### src/rtl/alu_exec_pipe.sv
// alu_exec_pipe: registered execute-stage ALU. Single-cycle ops pass through one
// operand stage and then into the result/flag registers. MUL runs as an
// iterative shift-add and stalls the sender for its whole duration.
module alu_exec_pipe #(
    parameter int unsigned WIDTH      = 16,
    parameter int unsigned MUL_CYCLES = WIDTH
) (
    input  logic             clk,
    input  logic             rst,
    input  logic             in_valid,
    output logic             in_ready,
    input  logic [2:0]       op,
    input  logic [WIDTH-1:0] src,
    input  logic [WIDTH-1:0] dst,
    output logic             out_valid,
    output logic [WIDTH-1:0] result,
    output logic [3:0]       flags
);

    localparam int unsigned CntW = $clog2(MUL_CYCLES + 1);

    typedef enum logic [2:0] {
        OpAdd   = 3'b000,
        OpNot   = 3'b001,
        OpLoad  = 3'b010,
        OpStore = 3'b011,
        OpNop   = 3'b100,
        OpSub   = 3'b101,
        OpAnd   = 3'b110,
        OpMul   = 3'b111
    } op_e;

    // Operand stage for single-cycle ops
    logic             pv_q, pv_d;
    op_e              pop_q, pop_d;
    logic [WIDTH-1:0] psrc_q, psrc_d;
    logic [WIDTH-1:0] pdst_q, pdst_d;

    // Multiplier state
    logic               busy_q, busy_d;
    logic [CntW-1:0]    cnt_q, cnt_d;
    logic [2*WIDTH-1:0] mcand_q, mcand_d;
    logic [WIDTH-1:0]   mplier_q, mplier_d;
    logic [2*WIDTH-1:0] acc_q, acc_d;

    // Architectural outputs
    logic [WIDTH-1:0] result_q, result_d;
    logic [3:0]       flags_q, flags_d;
    logic             out_valid_q, out_valid_d;

    logic               accept;
    logic [WIDTH:0]     sum;
    logic [WIDTH:0]     diff;
    logic [WIDTH-1:0]   not_r;
    logic [WIDTH-1:0]   and_r;
    logic               add_v;
    logic               sub_v;
    logic [2*WIDTH-1:0] acc_step;

    assign in_ready  = !busy_q;
    assign out_valid = out_valid_q;
    assign result    = result_q;
    assign flags     = flags_q;

    assign accept   = in_valid && !busy_q;
    assign sum      = {1'b0, psrc_q} + {1'b0, pdst_q};
    // Top bit of the widened difference is the unsigned borrow
    assign diff     = {1'b0, psrc_q} - {1'b0, pdst_q};
    assign not_r    = ~psrc_q;
    assign and_r    = psrc_q & pdst_q;
    assign add_v    = (psrc_q[WIDTH-1] == pdst_q[WIDTH-1]) &&
                      (sum[WIDTH-1] != psrc_q[WIDTH-1]);
    assign sub_v    = (psrc_q[WIDTH-1] != pdst_q[WIDTH-1]) &&
                      (diff[WIDTH-1] != psrc_q[WIDTH-1]);
    assign acc_step = acc_q + (mplier_q[0] ? mcand_q : '0);

    // Next-state: accept/stage operands, execute staged op, step the multiplier
    always_comb begin
        pv_d        = 1'b0;
        pop_d       = pop_q;
        psrc_d      = psrc_q;
        pdst_d      = pdst_q;
        busy_d      = busy_q;
        cnt_d       = cnt_q;
        mcand_d     = mcand_q;
        mplier_d    = mplier_q;
        acc_d       = acc_q;
        result_d    = result_q;
        flags_d     = flags_q;
        out_valid_d = 1'b0;

        if (accept) begin
            if (op_e'(op) == OpMul) begin
                busy_d   = 1'b1;
                cnt_d    = '0;
                mcand_d  = {{WIDTH{1'b0}}, src};
                mplier_d = dst;
                acc_d    = '0;
            end else begin
                // NOP is accepted but never staged, so it produces nothing
                pv_d   = (op_e'(op) != OpNop);
                pop_d  = op_e'(op);
                psrc_d = src;
                pdst_d = dst;
            end
        end

        if (pv_q) begin
            out_valid_d = 1'b1;
            unique case (pop_q)
                OpAdd, OpLoad: begin
                    result_d = sum[WIDTH-1:0];
                    flags_d  = {add_v, sum[WIDTH-1], sum[WIDTH-1:0] == '0, sum[WIDTH]};
                end
                OpSub: begin
                    result_d = diff[WIDTH-1:0];
                    flags_d  = {sub_v, diff[WIDTH-1], diff[WIDTH-1:0] == '0, diff[WIDTH]};
                end
                OpNot: begin
                    result_d = not_r;
                    flags_d  = {1'b0, 1'b0, not_r == '0, 1'b0};
                end
                OpAnd: begin
                    result_d = and_r;
                    flags_d  = {1'b0, and_r[WIDTH-1], and_r == '0, 1'b0};
                end
                OpStore: begin
                    result_d = pdst_q;
                end
                default: begin
                    out_valid_d = 1'b0;
                end
            endcase
        end

        if (busy_q) begin
            acc_d    = acc_step;
            mcand_d  = mcand_q << 1;
            mplier_d = mplier_q >> 1;
            cnt_d    = cnt_q + CntW'(1);
            if (cnt_q == CntW'(MUL_CYCLES - 1)) begin
                busy_d      = 1'b0;
                out_valid_d = 1'b1;
                result_d    = acc_step[WIDTH-1:0];
                flags_d     = {1'b0, acc_step[WIDTH-1], acc_step[WIDTH-1:0] == '0,
                               acc_step[2*WIDTH-1:WIDTH] != '0};
            end
        end
    end

    // State registers with synchronous reset
    always_ff @(posedge clk) begin
        if (rst) begin
            pv_q        <= 1'b0;
            pop_q       <= OpNop;
            psrc_q      <= '0;
            pdst_q      <= '0;
            busy_q      <= 1'b0;
            cnt_q       <= '0;
            mcand_q     <= '0;
            mplier_q    <= '0;
            acc_q       <= '0;
            result_q    <= '0;
            flags_q     <= '0;
            out_valid_q <= 1'b0;
        end else begin
            pv_q        <= pv_d;
            pop_q       <= pop_d;
            psrc_q      <= psrc_d;
            pdst_q      <= pdst_d;
            busy_q      <= busy_d;
            cnt_q       <= cnt_d;
            mcand_q     <= mcand_d;
            mplier_q    <= mplier_d;
            acc_q       <= acc_d;
            result_q    <= result_d;
            flags_q     <= flags_d;
            out_valid_q <= out_valid_d;
        end
    end

endmodule

### config.mk
export PLATFORM = sky130hd
export DESIGN_NAME = alu_exec_pipe
export DESIGN_NICKNAME = d
export VERILOG_FILES = /design/src/rtl/alu_exec_pipe.sv
export SDC_FILE = /design/constraint.sdc
export NUM_CORES = 1
export LEC_CHECK = 0
export CORE_MARGIN = 2
export CORE_UTILIZATION = 50
export CTS_BUF_LIST = sky130_fd_sc_hd__clkbuf_4 sky130_fd_sc_hd__clkbuf_8
export CTS_CLUSTER_SIZE = 25
export DETAILED_ROUTE_END_ITERATION = 8
export HOLD_SLACK_MARGIN = 0.12
export MAX_ROUTING_LAYER = met4
export PLACE_DENSITY = 0.69
export SLEW_MARGIN = 20
export SYNTH_ARGS = -nofsm -noshare
export SYNTH_HDL_FRONTEND = slang
export SYNTH_SLANG_ARGS = --single-unit
### constraint.sdc
create_clock -name clk -period 4.3 [get_ports clk]
set_input_delay 0.43 -clock clk [delete_from_list [all_inputs] [get_ports clk]]
set_output_delay 0.43 -clock clk [all_outputs]
set_load 0.03 [all_outputs]
Figure 1. Routed clock nets over the placement.
Scale bar: 50 um.
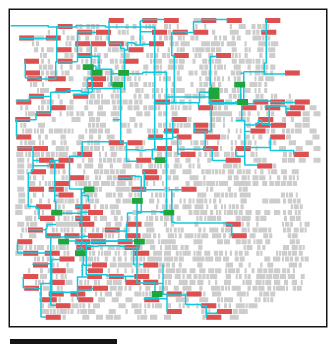
Key: cyan = clock wires [length 2060 um]; red = flip-flops [count 143]; green = clock-net drivers [count 17]
Position of the flops: spread over the die.

Figure 2. Zoomed window.
Region (54, 24) to (94, 64) um. Cells in grey, sequential cells in the stronger grey; small squares are vias.
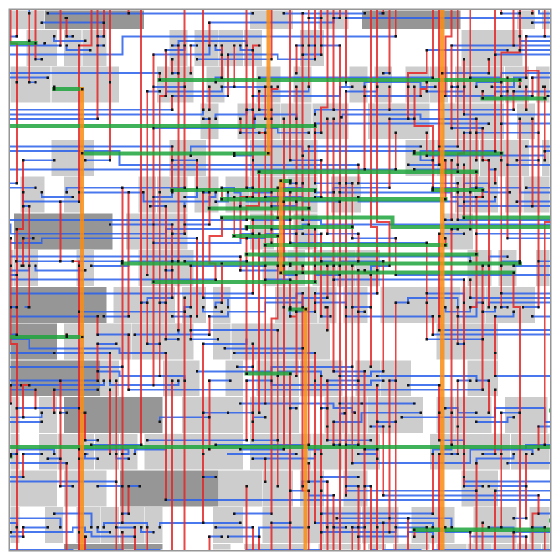
Key: green = M3; blue = M1; red = M2; orange = M4
Most frequent: nand2_1 (18), a21oi_1 (16), ha_1 (12). 132 logic cells have their middle in the window. Netlist names of flops here include pdst_q (2), psrc_q (2). Sequential cells in the window: 7.

==> impl_results.html <==
<h3>Flow metrics</h3>
<table>
<tr><th>Metric</th><th>Value</th></tr>
<tr><th colspan="2">Clock network</th></tr>
<tr><td>Clock input transition at the sequential cells of the worst setup and hold paths</td><td>100 ps</td></tr>
<tr><td>TritonCTS buffer count</td><td>17</td></tr>
<tr><td>Setup fix buffers added after clock tree synthesis</td><td>0</td></tr>
<tr><td>Htree depth</td><td>4</td></tr>
<tr><td>Later-pin clock latency in the skew report</td><td>between 400 and 500 ps</td></tr>
<tr><td>Number of gates given a new drive strength after cts</td><td>0</td></tr>
<tr><td>Max Root-Sink Buffers</td><td>2</td></tr>
<tr><td>CTS Root Buffer Type</td><td>clkbuf_8</td></tr>
<tr><td>Hold-fix buffer count after cts</td><td>0</td></tr>
<tr><th colspan="2">GRT</th></tr>
<tr><td>Met3 layer usage reported by global route</td><td>3.735%</td></tr>
<tr><td>Initial antenna violation count</td><td>0</td></tr>
<tr><td>Largest net degree at the start of global routing</td><td>95</td></tr>
<tr><td>Total track usage</td><td>29.78%</td></tr>
<tr><td>Met2 track demand over resource in global routing</td><td>41.12%</td></tr>
<tr><td>GR met1 Demand/Resource</td><td>a little under half</td></tr>
<tr><td>Most crowded layer after global routing</td><td>met1</td></tr>
<tr><td>Vias in the first global route</td><td>9072</td></tr>
<tr><th colspan="2">Finish</th></tr>
<tr><td>Layout multi-input combinational cell count</td><td>1110</td></tr>
<tr><td>Multi-input combinational area share</td><td>60.65%</td></tr>
<tr><td>Layout cells sized above 1</td><td>slightly below 6%</td></tr>
<tr><td>Clock network area share</td><td>3.631%</td></tr>
<tr><td>Design Area, Final</td><td>0.01147 mm2</td></tr>
<tr><td>Count of inserted antenna diode cells</td><td>0</td></tr>
<tr><td>Share of the core filled with cells</td><td>56.70%</td></tr>
<tr><td>Multi-input gate area in the final layout</td><td>0.006959 mm2</td></tr>
<tr><td>Inverters</td><td>38</td></tr>
<tr><td>Layout Area Growth over Synthesis</td><td>11.06%</td></tr>
<tr><td>Top logic cell by instance count in the layout</td><td>nor2_1</td></tr>
<tr><td>Total number of nets in the final design</td><td>1501</td></tr>
<tr><td>Nonclk buf count</td><td>79</td></tr>
<tr><td>Largest contributor to cell area by class</td><td>multi-input combinational cells</td></tr>
<tr><td>Number of standard cells in the layout, taps in and fillers out</td><td>about 1700</td></tr>
<tr><th colspan="2">Power</th></tr>
<tr><td>Logic pwr share</td><td>between 20% and 30%</td></tr>
<tr><td>Proportion of power drawn by the clock network</td><td>35.6%</td></tr>
<tr><td>Power Total</td><td>3.260 mW</td></tr>
<tr><td>Sequential fraction of design power</td><td>between 40 and 50%</td></tr>
<tr><td>Int Pwr</td><td>2.193 mW</td></tr>
<tr><td>Leakage power</td><td>5.020 nW</td></tr>
<tr><td>Power in combinational cells</td><td>~0.68 mW</td></tr>
<tr><td>Switching power</td><td>1.067 mW</td></tr>
<tr><td>Maximum resistive drop on vdd</td><td>between 0.15 and 0.2 mV</td></tr>
<tr><td>Switching share of total power</td><td>32.72%</td></tr>
<tr><th colspan="2">STA</th></tr>
<tr><td>Aggregate negative setup slack</td><td>0 ps</td></tr>
<tr><td>Max Clock Skew</td><td>15.30 ps</td></tr>
<tr><td>Number of endpoints with negative hold slack in the final report</td><td>0</td></tr>
<tr><td>Post-Route Hold Slack</td><td>about 470 ps</td></tr>
<tr><td>Final Critical Period</td><td>around 3500 ps</td></tr>
<tr><td>Slew headroom</td><td>roughly 34%</td></tr>
<tr><td>Final setup violation count</td><td>0</td></tr>
<tr><td>Setup repair after global routing missed its margin</td><td>false</td></tr>
<tr><td>Number of slew-limit violations in the final report</td><td>0</td></tr>
<tr><td>Final worst path period share</td><td>approximately 80%</td></tr>
<tr><td>F_max</td><td>282.2 MHz</td></tr>
<tr><th colspan="2">Die</th></tr>
<tr><td>Overall die height</td><td>approximately 150 um</td></tr>
<tr><td>Placeable core region</td><td>0.02023 mm2</td></tr>
<tr><td>Die area</td><td>0.02183 mm2</td></tr>
<tr><td>Top-Level Pins</td><td>60</td></tr>
<tr><td>FP Util</td><td>51.06%</td></tr>
<tr><td>Die outline width</td><td>between 100 and 150 um</td></tr>
<tr><td>Number of rows in the core area</td><td>52</td></tr>
<tr><th colspan="2">Synth</th></tr>
<tr><td>AND/OR/NAND/NOR Cells, Area Fraction</td><td>26.24%</td></tr>
<tr><td>Sequential share of the synthesized area</td><td>27.71%</td></tr>
<tr><td>Share of synthesized cell area in full adder, half adder and majority cells</td><td>9.180%</td></tr>
<tr><td>Dominant combinational cell family by area after synthesis</td><td>simple AND/OR/NAND/NOR gates</td></tr>
<tr><td>Ys async rst share</td><td>0%</td></tr>
<tr><td># Cells Yosys</td><td>1386</td></tr>
<tr><td>Post-Syn Nets</td><td>1498</td></tr>
<tr><td>YS warnings</td><td>0</td></tr>
<tr><td>Number of enable flip-flop cells</td><td>0</td></tr>
<tr><td>Post-Synthesis Cells</td><td>1386</td></tr>
<tr><td>Chip area line of the yosys report</td><td>0.01033 mm2</td></tr>
<tr><td>Main synth FF type</td><td>dfxtp_1</td></tr>
<tr><td>Distinct lib cells</td><td>approximately 76</td></tr>
<tr><td>Post-synth design cell area</td><td>0.01033 mm2</td></tr>
<tr><th colspan="2">Drt</th></tr>
<tr><td>Detailed-routing iteration count for the pre-antenna-repair pass</td><td>5</td></tr>
<tr><td>Final routed DRC violation total</td><td>0</td></tr>
<tr><td>Number of nets with antenna violations after routing</td><td>0</td></tr>
<tr><td>DRT iter0 DRCs</td><td>1075</td></tr>
<tr><td>Vias per cell</td><td>just over 6</td></tr>
<tr><td>Via Count</td><td>10225</td></tr>
<tr><td>Average detailed-routed wire length per instance</td><td>approximately 19 um</td></tr>
<tr><td>Met2 wire length</td><td>12.93 mm</td></tr>
<tr><td>Max layer used</td><td>met4</td></tr>
<tr><th colspan="2">Worst setup path</th></tr>
<tr><td>Worst R2R Start</td><td>mplier_q[0]</td></tr>
<tr><td>Critical path's slowest cell</td><td>or4_1</td></tr>
<tr><td>Cell family contributing the most delay on the critical path</td><td>simple AND/OR/NAND/NOR gates</td></tr>
<tr><td>R2R setup slack</td><td>760 ps</td></tr>
<tr><td>Startpoint types</td><td>register</td></tr>
<tr><td>Required time at the endpoint of the critical path</td><td>around 4700 ps</td></tr>
<tr><td>Number of buffers and inverters on the critical path</td><td>1</td></tr>
<tr><td>Worst path arrival time</td><td>3960 ps</td></tr>
<tr><td>Setup crit start</td><td>mplier_q[0]</td></tr>
<tr><td>CP endpoint</td><td>flags[1]</td></tr>
<tr><td>Worst Path Max Fanout</td><td>30</td></tr>
<tr><td>Critical Path Stages</td><td>12</td></tr>
<tr><td>Crit Reg-Reg Endpoint</td><td>flags[1]</td></tr>
<tr><th colspan="2">Placed design</th></tr>
<tr><td>Placement-stage cell area</td><td>between 0.01 and 0.015 mm2</td></tr>
<tr><td>Port Buf Inserts</td><td>59</td></tr>
<tr><td>HPWL after detailed placement</td><td>between 20 and 25 mm</td></tr>
<tr><td>Placer congestion estimate</td><td>approximately 0.99</td></tr>
<tr><td>Cell count after placement</td><td>roughly 1600</td></tr>
<tr><th colspan="2">Min path</th></tr>
<tr><td>Hold path endpoint</td><td>acc_q[30]</td></tr>
<tr><td>Start point of the worst hold path</td><td>acc_q[30]</td></tr>
<tr><td>Worst hold-check path type</td><td>register to register</td></tr>
<tr><td>Min-Delay Path Depth</td><td>2</td></tr>
<tr><th colspan="2">Job</th></tr>
<tr><td>Count of maximum capacitance violations</td><td>0</td></tr>
<tr><td>Number of warnings the tools reported</td><td>48</td></tr>
<tr><th colspan="2">Outcome</th></tr>
<tr><td>Outcome</td><td>finished clean</td></tr>
</table>
Figure 3. Placed standard cells.
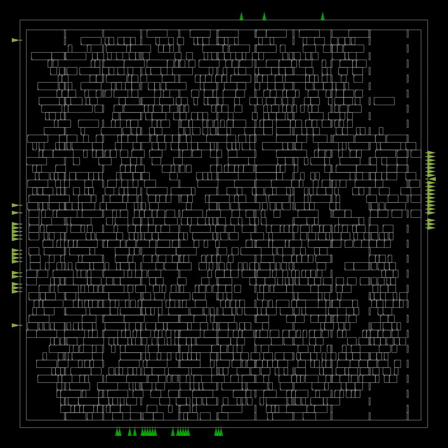
flip-flops: 143
Seq/total area: 24.98%
number of well taps: 270

cell usage after synthesis (4+ instances only):
cell and number:
a2111oi_0 4, a211o_1 5, a211oi_1 20, a21o_1 25
a21oi_1 174, a221o_1 5, a221oi_1 13, a22oi_1 5
a311oi_1 4, a31oi_1 10, and2_1 36, and3_1 54
buf_1 8, buf_2 7, clkbuf_1 79, dfxtp_1 143
ha_1 71, inv_1 38, mux2i_1 38, nand2_1 127
nand2b_1 6, nand3_1 15, nand3b_1 5, nand4_1 13
nor2_1 192, nor2b_1 9, nor3_1 37, nor3b_1 5
nor4_1 19, o2111ai_1 5, o211ai_1 13, o21a_1 10
o21ai_0 53, o21bai_1 8, o22ai_1 5, o311ai_0 4
o31ai_1 4, or2_2 7, or3_1 7, or4_1 8
xnor2_1 21, xor2_1 16
Power figures rest on the tool's default switching activity, not on a simulated workload.
